--- config.mk ---
export PLATFORM = sky130hd
export DESIGN_NAME = tmr_fault_monitor
export DESIGN_NICKNAME = d
export VERILOG_FILES = /design/src/rtl/tmr_fault_monitor.sv
export SDC_FILE = /design/constraint.sdc
export NUM_CORES = 1
export LEC_CHECK = 0
export CORE_MARGIN = 2
export CORE_UTILIZATION = 54
export CTS_BUF_LIST = sky130_fd_sc_hd__clkbuf_2 sky130_fd_sc_hd__clkbuf_4 sky130_fd_sc_hd__clkbuf_8
export DETAILED_ROUTE_END_ITERATION = 6
export PLACE_DENSITY = 0.89
export SLEW_MARGIN = 20
export SYNTH_ARGS = -nofsm -noshare
export SYNTH_HDL_FRONTEND = slang
export SYNTH_SLANG_ARGS = --single-unit
export TNS_END_PERCENT = 50
--- constraint.sdc ---
create_clock -name clk -period 5.72 [get_ports clk]
set_input_delay 1.43 -clock clk [delete_from_list [all_inputs] [get_ports clk]]
set_output_delay 1.43 -clock clk [all_outputs]
set_load 0.02 [all_outputs]
--- src/rtl/tmr_fault_monitor.sv ---
// Fault monitor for a triplicated counter and its voter: per-replica error counts,
// a per-replica health FSM, a sticky no-majority flag, an alarm and an interrupt pulse.
module tmr_fault_monitor #(
   parameter int WIDTH        = 32,
   parameter int CNT_W        = 16,
   parameter int FAIL_THRESH  = 4,
   parameter int CLEAN_CYCLES = 8
) (
   input  logic             clk,
   input  logic             rst,
   input  logic             enable,
   input  logic             clr,
   input  logic [WIDTH-1:0] q_1,
   input  logic [WIDTH-1:0] q_2,
   input  logic [WIDTH-1:0] q_3,
   input  logic [WIDTH-1:0] voted_q,
   output logic [CNT_W-1:0] err_cnt_1,
   output logic [CNT_W-1:0] err_cnt_2,
   output logic [CNT_W-1:0] err_cnt_3,
   output logic [1:0]       state_1,
   output logic [1:0]       state_2,
   output logic [1:0]       state_3,
   output logic             alarm,
   output logic             no_majority,
   output logic             irq
);

   typedef enum logic [1:0] {
      ST_OK      = 2'd0,
      ST_SUSPECT = 2'd1,
      ST_FAILED  = 2'd2
   } health_e;

   localparam logic [7:0]       FAIL_T  = 8'(FAIL_THRESH);
   localparam logic [7:0]       CLEAN_T = 8'(CLEAN_CYCLES);
   localparam logic [CNT_W-1:0] ERR_MAX = '1;

   health_e          state_q   [3];
   health_e          state_d   [3];
   logic [CNT_W-1:0] err_q     [3];
   logic [CNT_W-1:0] err_d     [3];
   logic [7:0]       run_q     [3];
   logic [7:0]       run_d     [3];
   logic             run_mis_q [3];
   logic             run_mis_d [3];
   logic [7:0]       run_nx    [3];
   logic             mis       [3];
   logic             alarm_q, alarm_d;
   logic             nm_q, nm_d;
   logic             irq_q, irq_d;
   logic             new_fail;
   logic             nm_sample;

   assign mis[0]    = (q_1 != voted_q);
   assign mis[1]    = (q_2 != voted_q);
   assign mis[2]    = (q_3 != voted_q);
   assign nm_sample = (q_1 != q_2) && (q_1 != q_3) && (q_2 != q_3);

   // Run length after this sample: extends a run of the same kind, else restarts at 1.
   always_comb begin
      for (int i = 0; i < 3; i++) begin
         run_nx[i] = (run_mis_q[i] == mis[i]) ? run_q[i] + 8'd1 : 8'd1;
      end
   end

   always_comb begin
      for (int i = 0; i < 3; i++) begin
         state_d[i]   = state_q[i];
         err_d[i]     = err_q[i];
         run_d[i]     = run_q[i];
         run_mis_d[i] = run_mis_q[i];
      end
      nm_d     = nm_q;
      irq_d    = 1'b0;
      new_fail = 1'b0;

      if (clr) begin
         for (int i = 0; i < 3; i++) begin
            state_d[i]   = ST_OK;
            err_d[i]     = '0;
            run_d[i]     = 8'd0;
            run_mis_d[i] = 1'b0;
         end
         nm_d = 1'b0;
      end else if (enable) begin
         for (int i = 0; i < 3; i++) begin
            if (mis[i] && (err_q[i] != ERR_MAX)) begin
               err_d[i] = err_q[i] + 1'b1;
            end
            case (state_q[i])
               ST_OK: begin
                  if (mis[i]) begin
                     state_d[i]   = ST_SUSPECT;
                     run_d[i]     = 8'd1;
                     run_mis_d[i] = 1'b1;
                  end
               end
               ST_SUSPECT: begin
                  run_d[i]     = run_nx[i];
                  run_mis_d[i] = mis[i];
                  if (mis[i] && (run_nx[i] == FAIL_T)) begin
                     state_d[i]   = ST_FAILED;
                     run_d[i]     = 8'd0;
                     run_mis_d[i] = 1'b0;
                     new_fail     = 1'b1;
                  end else if (!mis[i] && (run_nx[i] == CLEAN_T)) begin
                     state_d[i]   = ST_OK;
                     run_d[i]     = 8'd0;
                     run_mis_d[i] = 1'b0;
                  end
               end
               default: begin
               end
            endcase
         end
         if (nm_sample) begin
            nm_d = 1'b1;
         end
         irq_d = new_fail || (nm_sample && !nm_q);
      end

      alarm_d = (state_d[0] == ST_FAILED) || (state_d[1] == ST_FAILED) ||
                (state_d[2] == ST_FAILED);
   end

   always_ff @(posedge clk) begin
      if (!rst) begin
         for (int i = 0; i < 3; i++) begin
            state_q[i]   <= ST_OK;
            err_q[i]     <= '0;
            run_q[i]     <= 8'd0;
            run_mis_q[i] <= 1'b0;
         end
         alarm_q <= 1'b0;
         nm_q    <= 1'b0;
         irq_q   <= 1'b0;
      end else begin
         for (int i = 0; i < 3; i++) begin
            state_q[i]   <= state_d[i];
            err_q[i]     <= err_d[i];
            run_q[i]     <= run_d[i];
            run_mis_q[i] <= run_mis_d[i];
         end
         alarm_q <= alarm_d;
         nm_q    <= nm_d;
         irq_q   <= irq_d;
      end
   end

   assign err_cnt_1   = err_q[0];
   assign err_cnt_2   = err_q[1];
   assign err_cnt_3   = err_q[2];
   assign state_1     = state_q[0];
   assign state_2     = state_q[1];
   assign state_3     = state_q[2];
   assign alarm       = alarm_q;
   assign no_majority = nm_q;
   assign irq         = irq_q;

endmodule

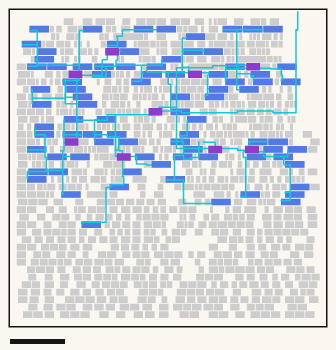
Fig. 1. Routed clock nets over the placement (run 1).
The bar under the picture is 20 um long.
legend:
  cells driving clock nets:
    colour: purple
    count: 9
  clock wires:
    colour: cyan
    length: 952 um
  flip-flops:
    colour: blue
    count: 84
routed clock nets: 10

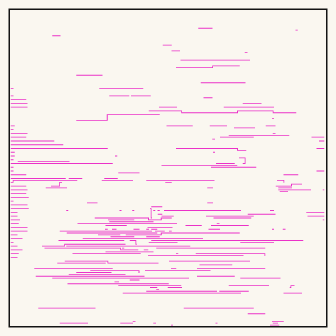
Fig. 2. Met3 routing (run 1).
longest straight run: 54.7 um
nets with wire on the layer: 159

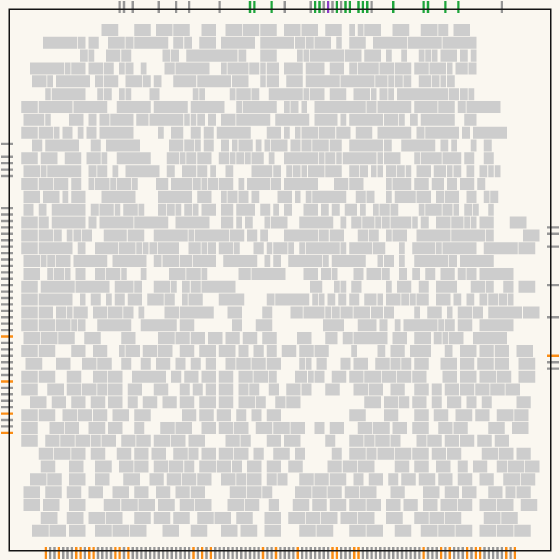
Fig. 3. Pin map (run 1).
Pins as bars across the die edge, other pins in grey.
legend:
  err_cnt_1:
    colour: green
    pins: 16
    direction: output
    edge: top
  rst:
    colour: purple
    pins: 1
    direction: input
    edge: top
  q_1:
    colour: orange
    pins: 32
    direction: input
    edge: 27 bottom, 4 left, 1 right

==> flow_summary_export.csv, run 1 <==
group,metric,value,unit
placed_design,dp_cells,1132,
power_and_ir_drop,powerClk,0.512,mW
final_layout,largest_reg_flops,48,
power_and_ir_drop,clkPwrFrac,0.349,
critical_path,cp-startpoint,"voted_q[17]",
drt,postRouteAntennaNets,0,
power_and_ir_drop,power.density,166,nW/um^2
floorplan,die_height,114,um
power_and_ir_drop,p_seq_frac,0.407,
logic_synthesis,logic_family,"XOR/XNOR gates",
global_routing,grt_antenna_before_repair,0,
final_layout,num-multi-input-gates,680,
final_layout,biggestCellCategory,"logic gates",
logic_synthesis,async_flop_share,0,
drt,via_count,6861,
critical_path,required,5.97,ns
floorplan,chipArea,13100,um^2
logic_synthesis,synth_simple_gate_area_share,0.254,
timing,slew_violations,0,
critical_path,path_class,"in2reg",
final_layout,buffers,194,
run_status,status,"complete, no violations",
final_layout,lay_top_cells,"clkdlybuf4s50_1, xor2_1, dfxtp_1, xnor2_1, nor2_1",
floorplan,num_rows,40,
critical_path,ff2ff_path_depth,9,
timing,period_needed,4.68,ns
placed_design,dpl-instance-area,8590,um^2
final_layout,top_register,"err_q",
power_and_ir_drop,power.group.top,"registers",
timing,timing.fmax,214,MHz
logic_synthesis,synth_top_flop_cell,"dfxtp_1",
final_layout,inv_count,27,
clock_tree,holdBufCountCts,0,
logic_synthesis,synth-xor-area-share,0.302,
flow_run,cap_viol_max_count,0,
global_routing,grt.met3_usage,0.103,
drt,dr.pass1.iters,5,
floorplan,core,12000,um^2
timing,skew,0.00534,ns
timing,rsz0062_at_grt,"no",
logic_synthesis,ys_types,68,
drt,highest_layer,"met4",
final_layout,sh_seq_area,0.190,
placed_design,routabilityCongestion,1.08,
final_layout,antenna_cells,0,
timing,holdWs,0.480,ns
logic_synthesis,compound_area_frac,0.127,
critical_path,r2r_setup_slack,3.24,ns
timing,worst_slew_pin_slew,0.786,ns
drt,avgViaCountPerCell,5.98,
critical_path,start_kind,"input pin",
critical_path,crit_path_top_delay_cell,"nor4_1",
critical_path,path_max_fanout,11,
drt,route.detailed.drc,0,
logic_synthesis,edf_count,0,
clock_tree,cts_resized,0,
final_layout,finalNonFillerCells,1148,
timing,fin_setup_tns,0,ns
critical_path,path_buffers,2,
clock_tree,cts_buffer_depth,2,
min_path,hold_path_depth,2,
logic_synthesis,syn_nets,955,
logic_synthesis,postSynthSeqShare,0.256,
min_path,hold_start,"run_mis_q[0][1]",
clock_tree,post-cts-setup-buffers,0,
logic_synthesis,top_cell,"xor2_1",
critical_path,crit_chain,"clkdlybuf4s50_1 > xor2_1 > nor4_1 > nand4_1 > or2_1 > inv_1 > ha_1 > nor2_1 > or3_1 > or3_1 > mux2i_1 > a211o_1 > a211o_1",
final_layout,lay_top_count,"clkdlybuf4s50_1",
critical_path,r2r_end,"err_q[0][47]",
global_routing,gr-max-usage-layer,"met2",
logic_synthesis,synth.avg_cell_area,8.08,um^2
final_layout,final-seq-area,1680,um^2
Fig. 4: run 1, placed standard cells
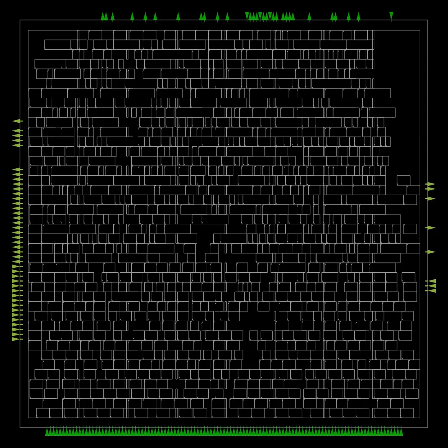

==> run 1 -> run 2 <==
--- a/config.mk
+++ b/config.mk
@@ -6,10 +6,10 @@
 export NUM_CORES = 1
 export LEC_CHECK = 0
 export CORE_MARGIN = 2
-export CORE_UTILIZATION = 54
+export CORE_UTILIZATION = 50
 export CTS_BUF_LIST = sky130_fd_sc_hd__clkbuf_2 sky130_fd_sc_hd__clkbuf_4 sky130_fd_sc_hd__clkbuf_8
 export DETAILED_ROUTE_END_ITERATION = 6
-export PLACE_DENSITY = 0.89
+export PLACE_DENSITY = 0.83
 export SLEW_MARGIN = 20
 export SYNTH_ARGS = -nofsm -noshare
 export SYNTH_HDL_FRONTEND = slang
==> constraint.sdc (replaced) <==
create_clock -name clk -period 4.81 [get_ports clk]
set_input_delay 1.2025 -clock clk [delete_from_list [all_inputs] [get_ports clk]]
set_output_delay 1.2025 -clock clk [all_outputs]
set_load 0.02 [all_outputs]
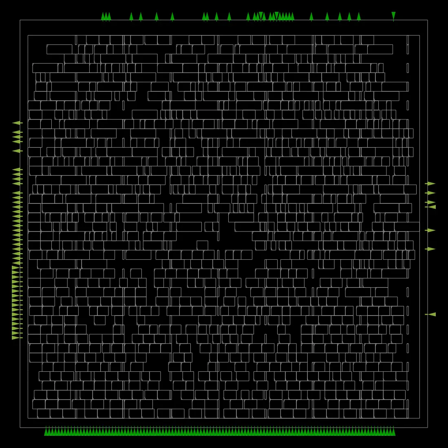
Fig. 5. Placed standard cells (run 2).
total core area: 12700 um^2
tap cells: 172

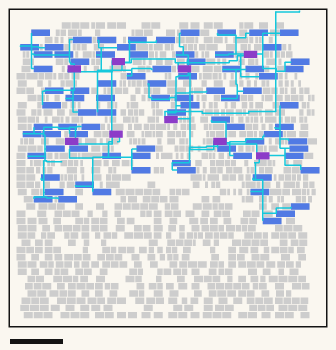
Fig. 6. Routed clock nets over the placement (run 2).
The bar under the picture is 20 um long.
legend:
  flip-flops:
    colour: blue
    count: 84
  cells driving clock nets:
    colour: purple
    count: 9
  clock wires:
    colour: cyan
    length: 994 um
routed clock nets: 10

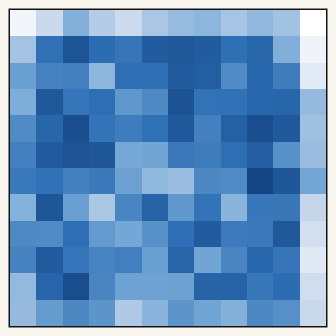
Fig. 7. Placement density heat map (run 2).
The die is cut into 12 by 12 equal tiles; white is low, dark blue is high, 0 to 100% covered.
fullest tile: 92%
mean over tiles: 62%
nearly empty tiles: 0.70%
tiles over 75% full: 26%

==> flow_summary_export.csv, run 2 <==
group,metric,value,unit
power_and_ir_drop,clkPwrFrac,0.296,
final_layout,final-seq-area,1680,um^2
critical_path,path_buffers,2,
critical_path,cp-startpoint,"voted_q[12]",
logic_synthesis,logic_family,"XOR/XNOR gates",
logic_synthesis,ys_types,68,
power_and_ir_drop,power.group.top,"registers",
critical_path,crit_path_top_delay_cell,"nor4_1",
critical_path,crit_chain,"clkdlybuf4s50_1 > xor2_1 > nor4_1 > nand4_1 > or2_1 > inv_1 > ha_1 > nor2_1 > or3_1 > or3_1 > mux2i_1 > a211o_1 > a211o_1",
final_layout,buffers,203,
logic_synthesis,async_flop_share,0,
logic_synthesis,postSynthSeqShare,0.256,
timing,holdWs,0.483,ns
global_routing,gr-max-usage-layer,"met2",
global_routing,grt.met3_usage,0.0941,
final_layout,lay_top_cells,"clkdlybuf4s50_1, xor2_1, dfxtp_1, xnor2_1, nor2_1",
timing,worst_slew_pin_slew,0.949,ns
logic_synthesis,synth-xor-area-share,0.302,
critical_path,ff2ff_path_depth,8,
timing,fin_setup_tns,0,ns
run_status,status,"complete, no violations",
critical_path,r2r_setup_slack,2.21,ns
placed_design,dpl-instance-area,8690,um^2
final_layout,inv_count,27,
global_routing,grt_antenna_before_repair,1,
power_and_ir_drop,powerClk,0.476,mW
logic_synthesis,top_cell,"xor2_1",
final_layout,antenna_cells,1,
timing,period_needed,4.35,ns
final_layout,num-multi-input-gates,680,
logic_synthesis,edf_count,0,
drt,postRouteAntennaNets,0,
clock_tree,cts_resized,0,
final_layout,largest_reg_flops,48,
logic_synthesis,syn_nets,955,
clock_tree,holdBufCountCts,0,
drt,dr.pass1.iters,5,
final_layout,sh_seq_area,0.189,
Fig. 8: run 2, pin map
Pins as bars across the die edge, other pins in grey.
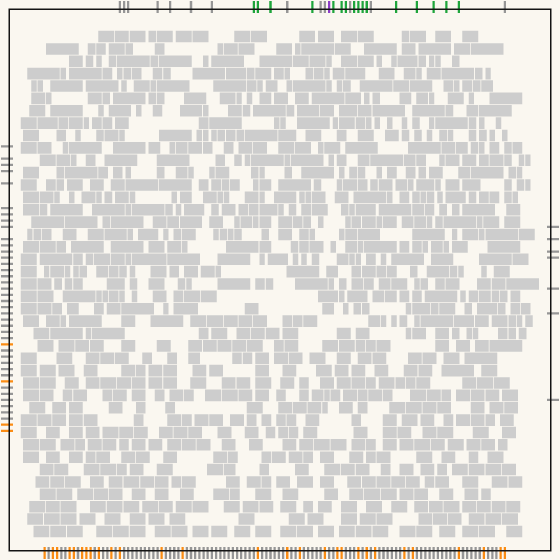

==> run 2 -> run 3 <==
==> constraint.sdc (replaced) <==
create_clock -name clk -period 4.81 [get_ports clk]
set_input_delay 0.7215 -clock clk [delete_from_list [all_inputs] [get_ports clk]]
set_output_delay 0.7215 -clock clk [all_outputs]
set_load 0.02 [all_outputs]
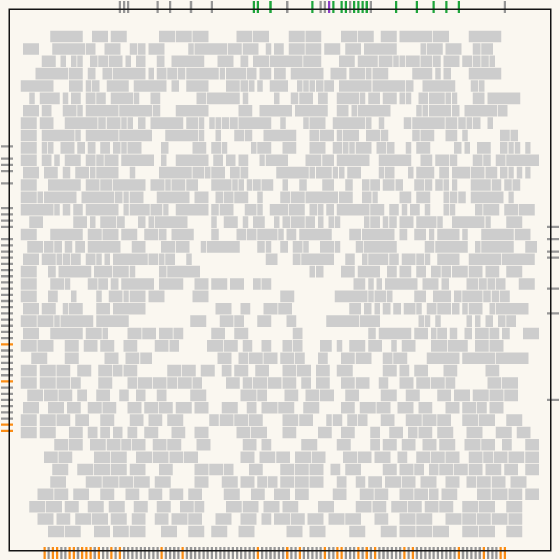
Fig. 9. Pin map (run 3).
Pins as bars across the die edge, other pins in grey.
legend:
  err_cnt_1:
    colour: green
    pins: 16
    direction: output
    edge: top
  rst:
    colour: purple
    pins: 1
    direction: input
    edge: top
  q_1:
    colour: orange
    pins: 32
    direction: input
    edge: 28 bottom, 4 left
all pins by edge: 111 bottom, 41 left, 30 top, 7 right

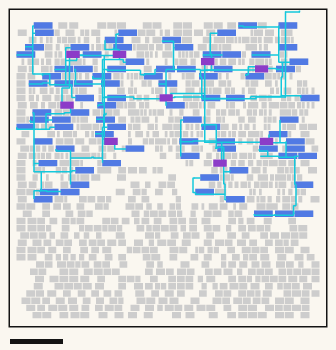
Fig. 10. Routed clock nets over the placement (run 3).
The bar under the picture is 20 um long.
legend:
  cells driving clock nets:
    colour: purple
    count: 9
  clock wires:
    colour: cyan
    length: 1010 um
  flip-flops:
    colour: blue
    count: 84
routed clock nets: 10

==> flow_summary_export.csv, run 3 <==
group,metric,value,unit
run_status,status,"complete, no violations",
drt,avgViaCountPerCell,5.65,
clock_tree,cts_resized,0,
placed_design,routabilityCongestion,1.02,
timing,rsz0062_at_grt,"no",
global_routing,grt_antenna_before_repair,2,
final_layout,inv_count,27,
final_layout,lay_top_cells,"clkdlybuf4s50_1, xor2_1, dfxtp_1, xnor2_1, nor2_1",
floorplan,num_tap_cells,172,
floorplan,chipArea,14100,um^2
timing,skew,0.00846,ns
final_layout,largest_reg_flops,48,
power_and_ir_drop,clkPwrFrac,0.298,
timing,timing.fmax,244,MHz
timing,fin_setup_tns,0,ns
critical_path,crit_chain,"clkdlybuf4s50_1 > xnor2_1 > nand4_1 > nor4_1 > nand2_1 > inv_1 > ha_1 > nor2_1 > nand2_1 > or2_1 > or4_1 > a31oi_1 > a211o_1",
min_path,hold_path_depth,2,
logic_synthesis,synth-xor-area-share,0.302,
final_layout,lay_top_count,"clkdlybuf4s50_1",
logic_synthesis,edf_count,0,
clock_tree,post-cts-setup-buffers,0,
drt,via_count,6655,
timing,holdWs,0.492,ns
critical_path,r2r_end,"alarm",
critical_path,crit_path_top_delay_cell,"nor4_1",
critical_path,cp-startpoint,"voted_q[17]",
final_layout,top_register,"err_q",
drt,dr.pass1.iters,5,
critical_path,required,5.12,ns
logic_synthesis,postSynthSeqShare,0.256,
logic_synthesis,syn_nets,955,
final_layout,biggestCellCategory,"logic gates",
logic_synthesis,logic_family,"XOR/XNOR gates",
min_path,hold_start,"run_mis_q[0][1]",
floorplan,core,12700,um^2
final_layout,buffers,197,
timing,slew_violations,0,
logic_synthesis,compound_area_frac,0.127,
logic_synthesis,synth.avg_cell_area,8.08,um^2
power_and_ir_drop,p_seq_frac,0.441,
drt,route.detailed.drc,0,
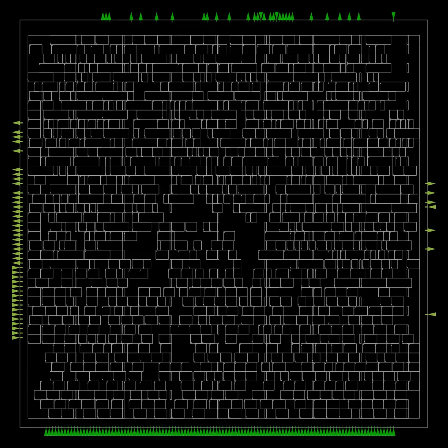
Fig. 11. Placed standard cells (run 3).
Post-Layout Cell Count: 1178
flop share of the area: 0.190
Flops: 84
post-route core utilization: 0.695

